**src/rtl/rr_arbiter32_enc.sv**
```systemverilog
// 32-way round-robin arbiter; the winner is a registered 5-bit index
// with a valid/ready handshake, meant to feed a 5-to-32 decoder.
//
// Ports:
//   Clk         rising-edge clock
//   Rst         synchronous active-high reset
//   Req[31:0]   request vector, bit i = requester i
//   Grant_ready consumer accepts the current grant
//   Grant_valid Grant_idx holds a valid winner
//   Grant_idx   binary index of the granted requester
//   Ptr_out     current priority pointer (debug)
//   Lock        only when RR_ARB_LOCK_EN is defined: on an
//               accept, re-grant the same index while it still
//               requests (multi-beat bursts)
//
// Parameter PTR_INIT: pointer value after reset.

module rr_arbiter32_enc #(
  parameter logic [4:0] PTR_INIT = 5'd0
) (
  input  logic        Clk,
  input  logic        Rst,
  input  logic [31:0] Req,
  input  logic        Grant_ready,
`ifdef RR_ARB_LOCK_EN
  input  logic        Lock,
`endif
  output logic        Grant_valid,
  output logic [4:0]  Grant_idx,
  output logic [4:0]  Ptr_out
);

  localparam int IDX_W = 5;
  localparam int N     = 32;

  typedef enum logic {
    ST_IDLE,
    ST_GRANT
  } state_e;

  state_e             state_q, state_d;
  logic [IDX_W-1:0]   idx_q, idx_d;
  logic [IDX_W-1:0]   ptr_q, ptr_d;

  logic               accept;
  logic               lock_hit;
  logic [IDX_W-1:0]   search_ptr;
  logic [IDX_W-1:0]   cand;
  logic [IDX_W-1:0]   win_idx;
  logic               win_found;

  // On accept the search already starts from the
  // post-accept pointer so back-to-back grants work.
  always_comb begin
    accept     = (state_q == ST_GRANT) && Grant_ready;
    search_ptr = accept ? idx_q + 5'd1 : ptr_q;
`ifdef RR_ARB_LOCK_EN
    lock_hit   = accept && Lock && Req[idx_q];
`else
    lock_hit   = 1'b0;
`endif
  end

  // First set bit scanning search_ptr upwards, 5-bit wrap.
  always_comb begin
    win_found = 1'b0;
    win_idx   = '0;
    cand      = '0;
    for (int i = 0; i < N; i++) begin
      cand = search_ptr + IDX_W'(i);
      if (!win_found && Req[cand]) begin
        win_found = 1'b1;
        win_idx   = cand;
      end
    end
  end

  always_comb begin
    state_d = state_q;
    idx_d   = idx_q;
    ptr_d   = ptr_q;
    unique case (state_q)
      ST_IDLE: begin
        if (win_found) begin
          state_d = ST_GRANT;
          idx_d   = win_idx;
        end
      end
      ST_GRANT: begin
        // Locked accept: same index again, pointer frozen.
        if (accept && !lock_hit) begin
          ptr_d = idx_q + 5'd1;
          if (win_found) begin
            idx_d = win_idx;
          end else begin
            state_d = ST_IDLE;
          end
        end
      end
      default: state_d = ST_IDLE;
    endcase
  end

  always_ff @(posedge Clk) begin
    if (Rst) begin
      state_q <= ST_IDLE;
      idx_q   <= '0;
      ptr_q   <= PTR_INIT;
    end else begin
      state_q <= state_d;
      idx_q   <= idx_d;
      ptr_q   <= ptr_d;
    end
  end

  assign Grant_valid = (state_q == ST_GRANT);
  assign Grant_idx   = idx_q;
  assign Ptr_out     = ptr_q;

endmodule
```
**config.mk**
```make
export PLATFORM = sky130hd
export DESIGN_NAME = rr_arbiter32_enc
export DESIGN_NICKNAME = d
export VERILOG_FILES = /design/src/rtl/rr_arbiter32_enc.sv
export SDC_FILE = /design/constraint.sdc
export NUM_CORES = 1
export LEC_CHECK = 0
export ABC_CLOCK_PERIOD_IN_PS = 8250
export CORE_ASPECT_RATIO = 0.6
export CORE_MARGIN = 5
export CORE_UTILIZATION = 40
export DETAILED_ROUTE_END_ITERATION = 10
export SLEW_MARGIN = 20
export SYNTH_ARGS = -nofsm -noshare
export SYNTH_HDL_FRONTEND = slang
export SYNTH_SLANG_ARGS = --single-unit
```
**constraint.sdc**
```tcl
create_clock -name Clk -period 8.25 [get_ports Clk]
set_input_delay 2.0625 -clock Clk [delete_from_list [all_inputs] [get_ports Clk]]
set_output_delay 2.0625 -clock Clk [all_outputs]
set_load 0.05 [all_outputs]
```
Run 1, PDN straps and rails:
(4 px per um) Pins as bars on the die edge. Tap cells in grey.
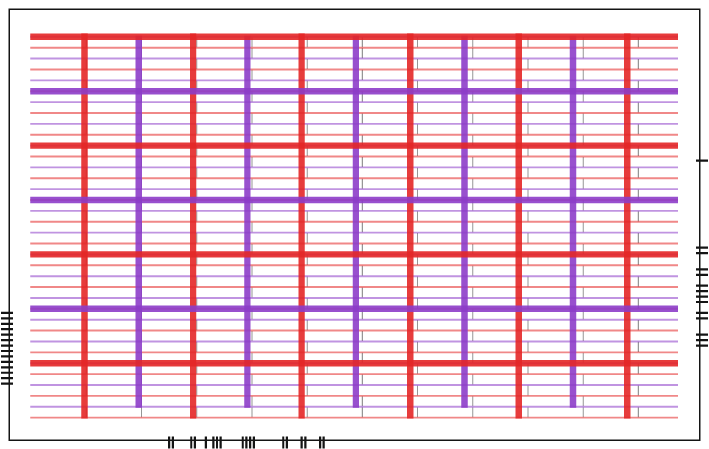
legend:
  VDD:
    colour: purple
  VSS:
    colour: red
rows: 35
met1 rails: 36
met4 straps: 11

Run 1, placement by cell class:
(4 px per um) Fill, decap, tap and diode cells in grey.
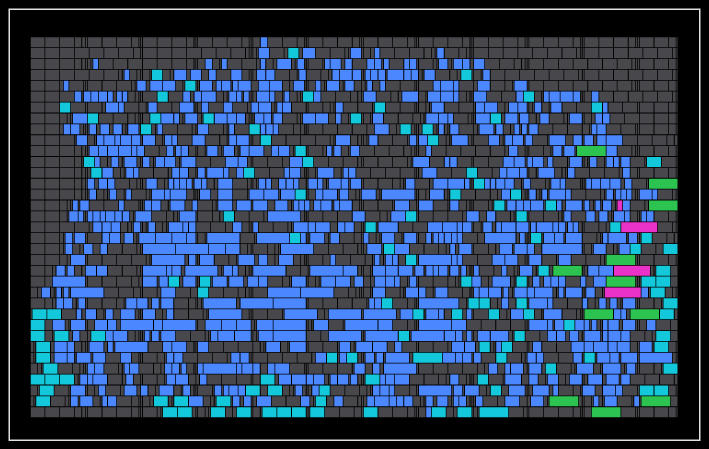
legend:
  all other logic:
    colour: blue
    cells: 779
    share_of_their_area: 81%
  other buffers and delay cells:
    colour: cyan
    cells: 119
    share_of_their_area: 14%
  clock drivers and dummy loads:
    colour: magenta
    cells: 4
    share_of_their_area: 1.1%
  flops:
    colour: green
    cells: 11
    share_of_their_area: 3.1%

==> run summary, run 1 <==
Implementation results are summarized by area below.

Run status
The flow ran to the end, and the final reports show no timing, DRC or antenna violations.

CTS
CTS saw 11 sinks. Looking at the worst setup and hold paths, the clock pins of their registers show a slew of 0.05 ns. In this run the number of H-tree levels came out at 1.

Logic synthesis
The fraction of the mapped netlist area in adder cells is 0.01386. The compound-cell area share of the yosys netlist is 0.2674. The post-synthesis net count is 881. Counting distinct cell types in the post-synthesis netlist gives between 90 and 100.

For this run, asynchronously set or reset flops after synthesis account for 0. Per Yosys stat, the portion of area used by sequential elements is 0.03486. For reference, the top logic cell family by area is simple AND/OR/NAND/NOR gates.

Placed design
The post-place instance area is approximately 7300 um2. The worst setup slack after placement is just under 0.5 ns.

Setup path
The script reports the combined buffer and inverter count of the critical path as 3. The cell depth of the worst flop-to-flop path is 18. The endpoint required time on the critical path is roughly 8.3 ns.

The maximum net fanout on the critical path is 18.

Route
In the final routed layout, each cell accounts on average for between 20 and 30 um. The via total after detailed routing is 7780. The count of antenna-violating nets left after detailed routing is 0.

Finish
In this run the layout overhead on the synthesized area is reported as 16.97%. The repair_antennas step left the layout with diodes totalling 0. With fillers left out, the area of the finished cells amounts to between 7000 and 8000 um2.

Final timing
The post-route clock skew is 0.0004688 ns. The final report lists the setup-violating endpoint count as 0. The worst slew slack as a fraction of its limit is 0.2672.

Global route
The via count of the first global-routing pass came to ~7000. The overall overflow remaining after global route is 0. The global-route wire length before repair is 45730 um.

Min path
For the worst min-delay path, the startpoint reported by OpenROAD is Grant_idx[4]. The number of cells on the worst hold path is 2.

Run
The stage logs contain a warning count of 29. In this run the maximum-capacitance check reported violations numbering 0.

Floorplanning
According to the floorplan report, the placeable core area is ~15000 um2. Measured along the y axis, the die boundary spans approximately 110 um.

Power
The leakage component of the power was reported as ~2.8 nW. The relative contribution of sequential cells to total power is 0.033. The highest-power group is combinational logic. The post-layout total power is between 2 and 3 mW.
Run 1, clock distribution:
(3 px per um)
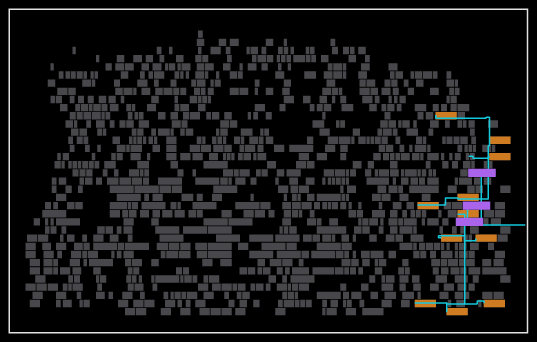
legend:
  clock wires:
    colour: cyan
    length: 217 um
  cells driving clock nets:
    colour: purple
    count: 3
  flip-flops:
    colour: orange
    count: 11
routed clock nets: 4

Run 1, routed metal, one colour a layer:
(4 px per um)
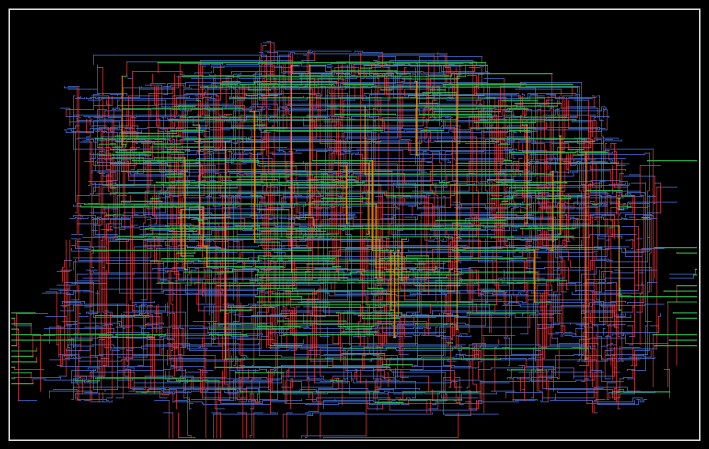
legend:
  met1:
    colour: blue
    wire_length: 13800 um
  met4:
    colour: orange
    wire_length: 677 um
  met2:
    colour: red
    wire_length: 11400 um
  met3:
    colour: green
    wire_length: 4720 um

run 1: synth_stat cells, types with 6 or more instances:
master | number | area [um2]
and3_1 | 22 | 137.6
mux4_2 | 36 | 810.8
a21oi_1 | 54 | 270.3
a211oi_1 | 17 | 127.6
mux2i_1 | 69 | 690.7
o211ai_1 | 15 | 112.6
and2_1 | 32 | 200.2
nor4_1 | 15 | 93.84
nor2_1 | 56 | 210.2
mux2_2 | 16 | 180.2
or3_1 | 10 | 62.56
inv_1 | 15 | 56.30
o21ai_2 | 10 | 87.58
nand2_1 | 81 | 304.0
or2_2 | 7 | 43.79
xnor2_1 | 26 | 227.7
o22ai_1 | 6 | 37.54
buf_2 | 15 | 75.07
nand3_1 | 55 | 275.3
nand4_1 | 10 | 62.56
clkbuf_1 | 19 | 71.32
ha_1 | 7 | 87.58
nor3_1 | 20 | 100.1
o221ai_1 | 10 | 87.58
a21o_1 | 10 | 75.07
nor2b_1 | 9 | 56.30
dfxtp_1 | 11 | 220.2
buf_6 | 10 | 112.6
o21ai_0 | 33 | 165.2
run 1: state kept, by name, summed over array words and instances (netlist names):
signal,count
Grant_idx,5
Grant_valid,1
Ptr_out,5
run 1: layout make-up:
type	instances	area (um2)
Timing Repair Buffer	119	1031
Clock buffer	4	78.83
Sequential cell	11	220.2
Inverter	20	77.57
Fill cell	1593	8025
Multi-Input combinational cell	759	5728
Tap cell	203	254.0
run 1: layer usage:
layer  vias up  track usage  part of all wire
met5         -            0                 0
met4         0      0.05160             0.022
met3        57       0.1226              0.15
met2       577       0.4292              0.37
met1      3707       0.4968              0.45
li1       3439            -                 -
## Run 2: what changed since run 1
CAP_MARGIN = 10   (was default)
SLEW_MARGIN = default   (was 20)
Run 2, placement by cell class:
(4 px per um) Fill, decap, tap and diode cells in grey.
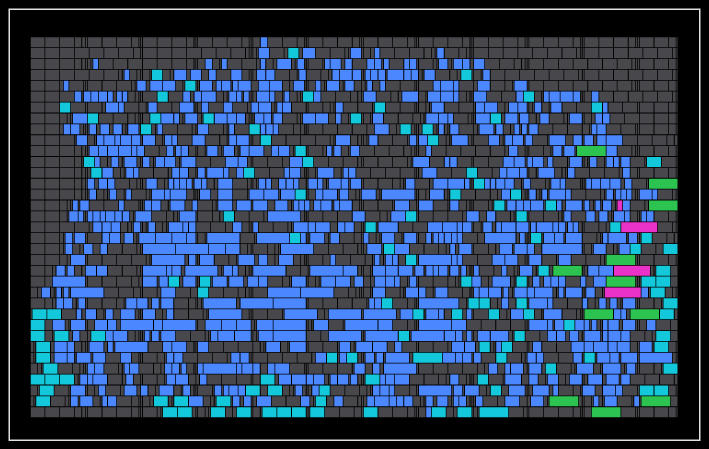
legend:
  all other logic:
    colour: blue
    cells: 779
    share_of_their_area: 81%
  other buffers and delay cells:
    colour: cyan
    cells: 119
    share_of_their_area: 14%
  clock drivers and dummy loads:
    colour: magenta
    cells: 4
    share_of_their_area: 1.1%
  flops:
    colour: green
    cells: 11
    share_of_their_area: 3.1%

Run 2, congestion heat map:
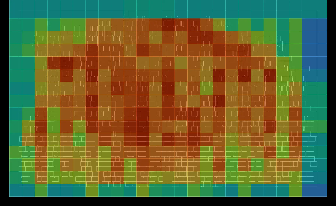
gr busiest metal: met1
met1 track utilization from global routing: 0.4968
routed len/inst: 27.34 um
global-route usage over all layers: 0.3247
GR Util met2: 0.4292

==> run summary, run 2 <==
Implementation results are summarized by area below.

Run status
The run finished with clean final reports.

Logic synthesis
The share of the synthesized area in the top cell type is 0.1283 (unchanged). By count the netlist is led by nand2_1 (81), mux2i_1 (69), nor2_1 (56), nand3_1 (55), a21oi_1 (54). The count of cell types in the netlist is 93 (unchanged).

The post-synthesis net count is 881 (unchanged). The share of the yosys chip area belonging to registers is 0.03486 (unchanged). Yosys instantiated no cell more often than nand2_1. Summed over all instances, the cell type with the most area after synthesis is mux4_2. The proportion of synthesized flip-flops having asynchronous set or reset came to 0 (unchanged). For reference, the top cells by area after synthesis are mux4_2 (13%), mux2i_1 (11%), nand2_1 (4.8%).

Floorplanning
The overall die height is 107.3 um (unchanged). The area inside the core boundary was 15410 um2 (unchanged).

Setup path
The worst endpoint data arrival time is just under 8 ns. The maximum net fanout on the critical path is 18 (unchanged). The endpoint required time on the critical path is 8.34 ns (about the same). The setup path with the least slack is of type input port to flip-flop.

Route
The total iterations of the first detailed-routing run is 7. The count of antenna-violating nets left after detailed routing is 0 (unchanged). The via total after detailed routing is 7780 (unchanged).

Finish
The layout overhead on the synthesized area is 16.97% (unchanged). The antenna diode count is 0 (unchanged).

Run
The number of warning messages in the logs came to 29 (unchanged). The number of violations of the max-capacitance limit is 0 (unchanged).

Final timing
The worst slew slack as a fraction of its limit came to 0.2672 (unchanged). The final setup TNS is 0 ns. The count of endpoints failing setup in the final report was 0 (unchanged).

CTS
The clock input transition at the sequential cells of the worst setup and hold paths came to 0.05 ns (about the same). The number of sinks on the clock net is 11 (unchanged).

Global route
The via count of the first global-routing pass was 7075 (unchanged). The global-route wire length before repair is 45730 um (unchanged).

Power
The relative contribution of sequential cells to total power is 0.033 (about the same). The highest-power group is combinational logic. The post-layout total power came to 2.583 mW (unchanged).
Run 2, PDN straps and rails:
(4 px per um) Pins as bars on the die edge. Tap cells in grey.
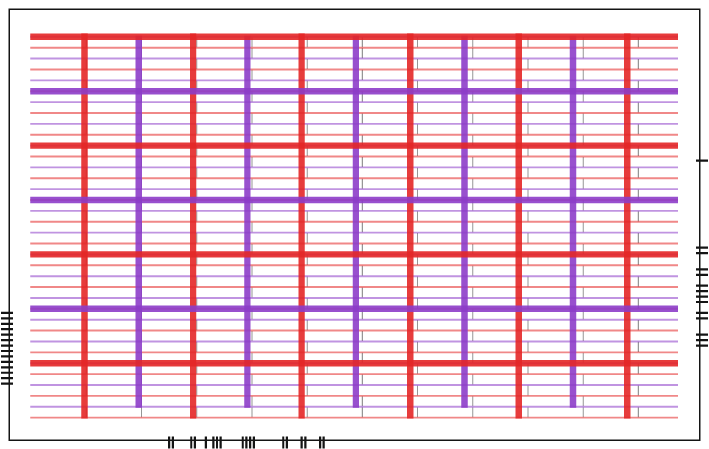
legend:
  VSS:
    colour: red
  VDD:
    colour: purple
met5 straps: 7
met1 rails: 36
signal pins: 46

## run 2: cell counts after synthesis
No cell type changed its count.
## run 2: worst max-delay path, cell delays in order
cell             delay (ns)
clkdlybuf4s50_1        0.72
and3_1                 0.39
nor2_4                 0.12
inv_1                  0.07
ha_1                   0.22
xnor2_1                0.80
buf_4                  0.25
mux4_2                 0.25
mux2i_1                0.10
mux2i_1                0.46
and4_1                 0.40
nand3_1                0.29
or4_4                  0.70
or3_1                  0.42
and2_1                 0.17
o41a_1                 0.10
nor3_1                 0.17
nor3_1                 0.09
## run 2: per-layer routing
layer | GRT usage | wire length, um | vias to the layer above
met2 | 0.4292 | 11360 | 577
met4 | 0.05160 | 676 | 0
met3 | 0.1226 | 4722 | 57
met1 | 0.4968 | 13750 | 3707
li1 | - | - | 3439
met5 | 0 | 0 | -
## run 2: layout make-up
class,count,area (um2)
clock buffers,4,78.83
flip-flops and latches,11,220.2
multi-input cells,759,5728
well taps,203,254.0
fillers,1593,8025
repair buffers,119,1031
inverters,20,77.57
## run 2: final timing paths
check,from,end,slack (ns),depth (start not counted)
worst max-delay path,Grant_ready,Grant_idx[1],0.55,18
worst min-delay path,Grant_idx[4],Grant_idx[4],0.57,2
worst max register to register,Grant_idx[0],Grant_idx[1],2.43,18
worst min register to register,Grant_idx[4],Grant_idx[4],0.57,2
## run 2: logic make-up after synthesis
group | share of synthesized area
fa+ha+maj | 0.01386
compound gates | 0.2674
simple gates | 0.2959
mux | 0.2791
xor+xnor | 0.04971
buf+inv | 0.05922
flops | 0.03486
## run 2: stage by stage
stage	utilization	area (um2)	cells
final	0.4794	7390	1116
after global routing	0.4794	7390	1116
after CTS	0.4794	7390	1116
after detailed placement	0.4743	7311	1112
after global placement	0.4743	7311	1112
after floorplan	-	6317	839
Run 2, clock distribution:
(3 px per um)
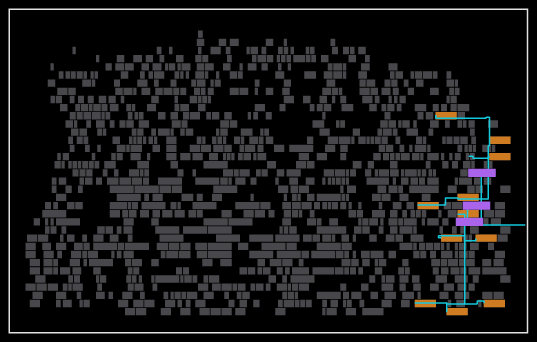

## Run 3: what changed since run 2
CAP_MARGIN = 5   (was 10)
CORE_MARGIN = 2   (was 5)
Run 3, clock distribution:
(3 px per um)
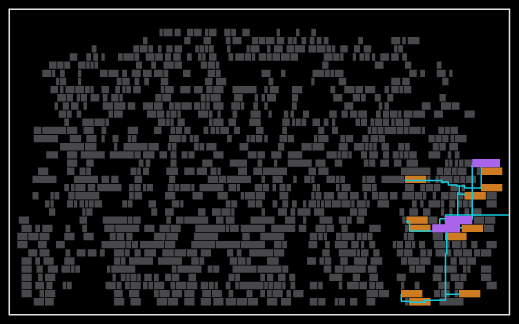
legend:
  cells driving clock nets:
    colour: purple
    count: 3
  flip-flops:
    colour: orange
    count: 11
  clock wires:
    colour: cyan
    length: 182 um
routed clock nets: 4

Run 3, routed metal, one colour a layer:
(4 px per um)
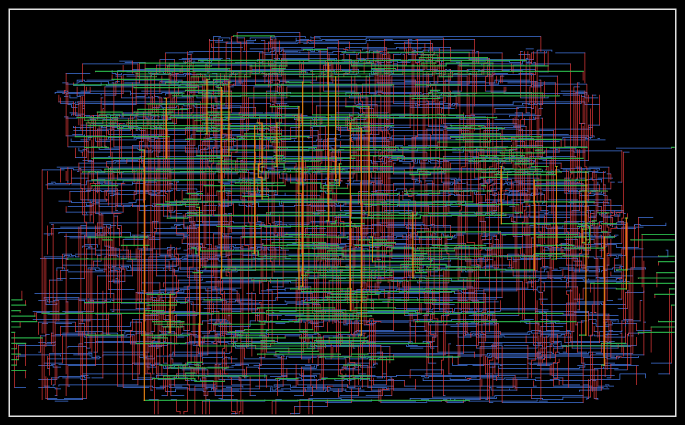
legend:
  met4:
    colour: orange
    wire_length: 737 um
  met2:
    colour: red
    wire_length: 11300 um
  met1:
    colour: blue
    wire_length: 13400 um
  met3:
    colour: green
    wire_length: 4770 um

Run 3, placement by cell class:
(4 px per um) Fill, decap, tap and diode cells in grey.
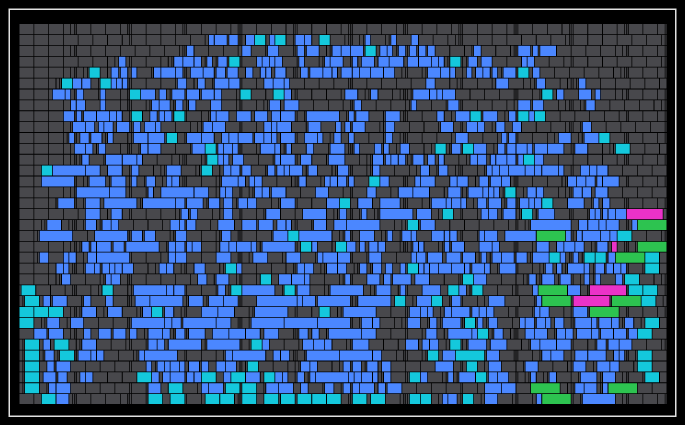
legend:
  clock drivers and dummy loads:
    colour: magenta
    cells: 4
    share_of_their_area: 1.1%
  flops:
    colour: green
    cells: 11
    share_of_their_area: 3.1%
  all other logic:
    colour: blue
    cells: 779
    share_of_their_area: 82%
  other buffers and delay cells:
    colour: cyan
    cells: 113
    share_of_their_area: 14%

==> run summary, run 3 <==
Implementation results are summarized by area below.

Logic synthesis
The share of the yosys chip area belonging to registers is 0.03486 (unchanged). After synthesis, the largest family of logic cells by area is simple AND/OR/NAND/NOR gates. The proportion of synthesized flip-flops having asynchronous set or reset is 0 (unchanged). The post-synthesis net count came to 881 (unchanged). The most common cell in the netlist is nand2_1.

The count of cell types in the netlist is 93 (unchanged). The synthesized-area fraction occupied by xor and xnor cells is 0.04971 (unchanged). The compound-cell area share of the yosys netlist is 0.2674 (unchanged).

Min path
The number of cells on the worst hold path was 2 (unchanged).

Global route
The via count of the first global-routing pass came to 6942 (-1.9%). The total routing usage reported by global routing is 0.3517 (+0.02697).

Setup path
The critical path is of the input port to flip-flop type. The minimum setup slack among reg-to-reg paths is 2.41 ns (-0.02 ns). The longest individual stage delay on the worst path is 0.74 ns (-0.06 ns). The maximum net fanout on the critical path is 18 (unchanged).

The worst endpoint data arrival time is 7.96 ns (+0.17 ns). The cell sequence reported for the critical path is clkdlybuf4s50_1 -> and3_1 -> mux2_2 -> nor2_2 -> ha_1 -> inv_1 -> a31oi_1 -> nand3_1 -> nand2_1 -> mux2i_1 -> o221ai_1 -> or4_1 -> or4_4 -> nor4_4 -> nand2_2 -> and4_4 -> a2111oi_4 -> a211o_1.

Power
The post-layout total power is 2.578 mW (-0.18%).

Placed design
The placed cell count came to 1106 (-0.54%).

Run
The number of warning messages in the logs was 29 (unchanged).

Final timing
The worst slew slack as a fraction of its limit is 0.3215 (+0.05428).

Route
The count of antenna-violating nets left after detailed routing came to 0 (unchanged). The total iterations of the first detailed-routing run was 8 (+1).

Finish
The antenna diode count is 0 (unchanged). The layout overhead on the synthesized area is 16.06%.

Run status
The flow ran to the end, and the final reports show no timing, DRC or antenna violations.
## run 3: cell types whose count changed in the layout (fill, tap and decap cells not counted)
cell / delta
buf_12: -1
buf_4: -5
## run 3: power breakdown
part	internal [mW]	total [mW]	leakage (nW)	switching (mW)
Combinational	0.861	2.40	2.66	1.54
Sequential	0.0644	0.0840	0.0904	0.0197
Clock	0.0651	0.0910	0.0382	0.0259
Total	0.990	2.58	2.78	1.59
## run 3: final cells by class
| class | instances | area, um2 |
|---|---|---|
| Tap cell | 203 | 254.0 |
| Fill cell | 1574 | 8083 |
| Inverter | 20 | 77.57 |
| Clock buffer | 4 | 78.83 |
| Multi-Input combinational cell | 759 | 5728 |
| Sequential cell | 11 | 220.2 |
| Timing Repair Buffer | 113 | 973.4 |
## run 3: worst paths after layout
path,from,end
max,Grant_ready,Grant_idx[3]
min,Grant_idx[1],Grant_idx[1]
max reg2reg,Grant_idx[0],Grant_idx[3]
min reg2reg,Grant_idx[1],Grant_idx[1]
## run 3: per-stage QoR
step	setup WS, ns	instance area (um2)
after CTS	0.6325	7332
after detailed placement	0.4108	7253
final	0.4787	7332
after global placement	0.4842	7253
after global routing	0.1738	7332
after floorplan	0.9390	6317
## run 3: worst max-delay path: cells and delay by family
kind	cells	cell delay, ns
AND-OR/OR-AND	4	1.12
adder cells (fa/ha/maj)	1	0.25
buffers and inverters	2	0.82
multiplexers	2	0.53
AND/OR/NAND/NOR	9	3.17
## run 3: routing by layer
metal / share of wire / track usage / vias to the layer above
met5: 0 / 0 / -
met4: 0.024 / 0.07759 / 0
met3: 0.16 / 0.1415 / 57
met2: 0.37 / 0.4807 / 587
met1: 0.44 / 0.5125 / 3626
li1: - / - / 3426
No activity file was given, so power comes from the tool's default toggle rates.
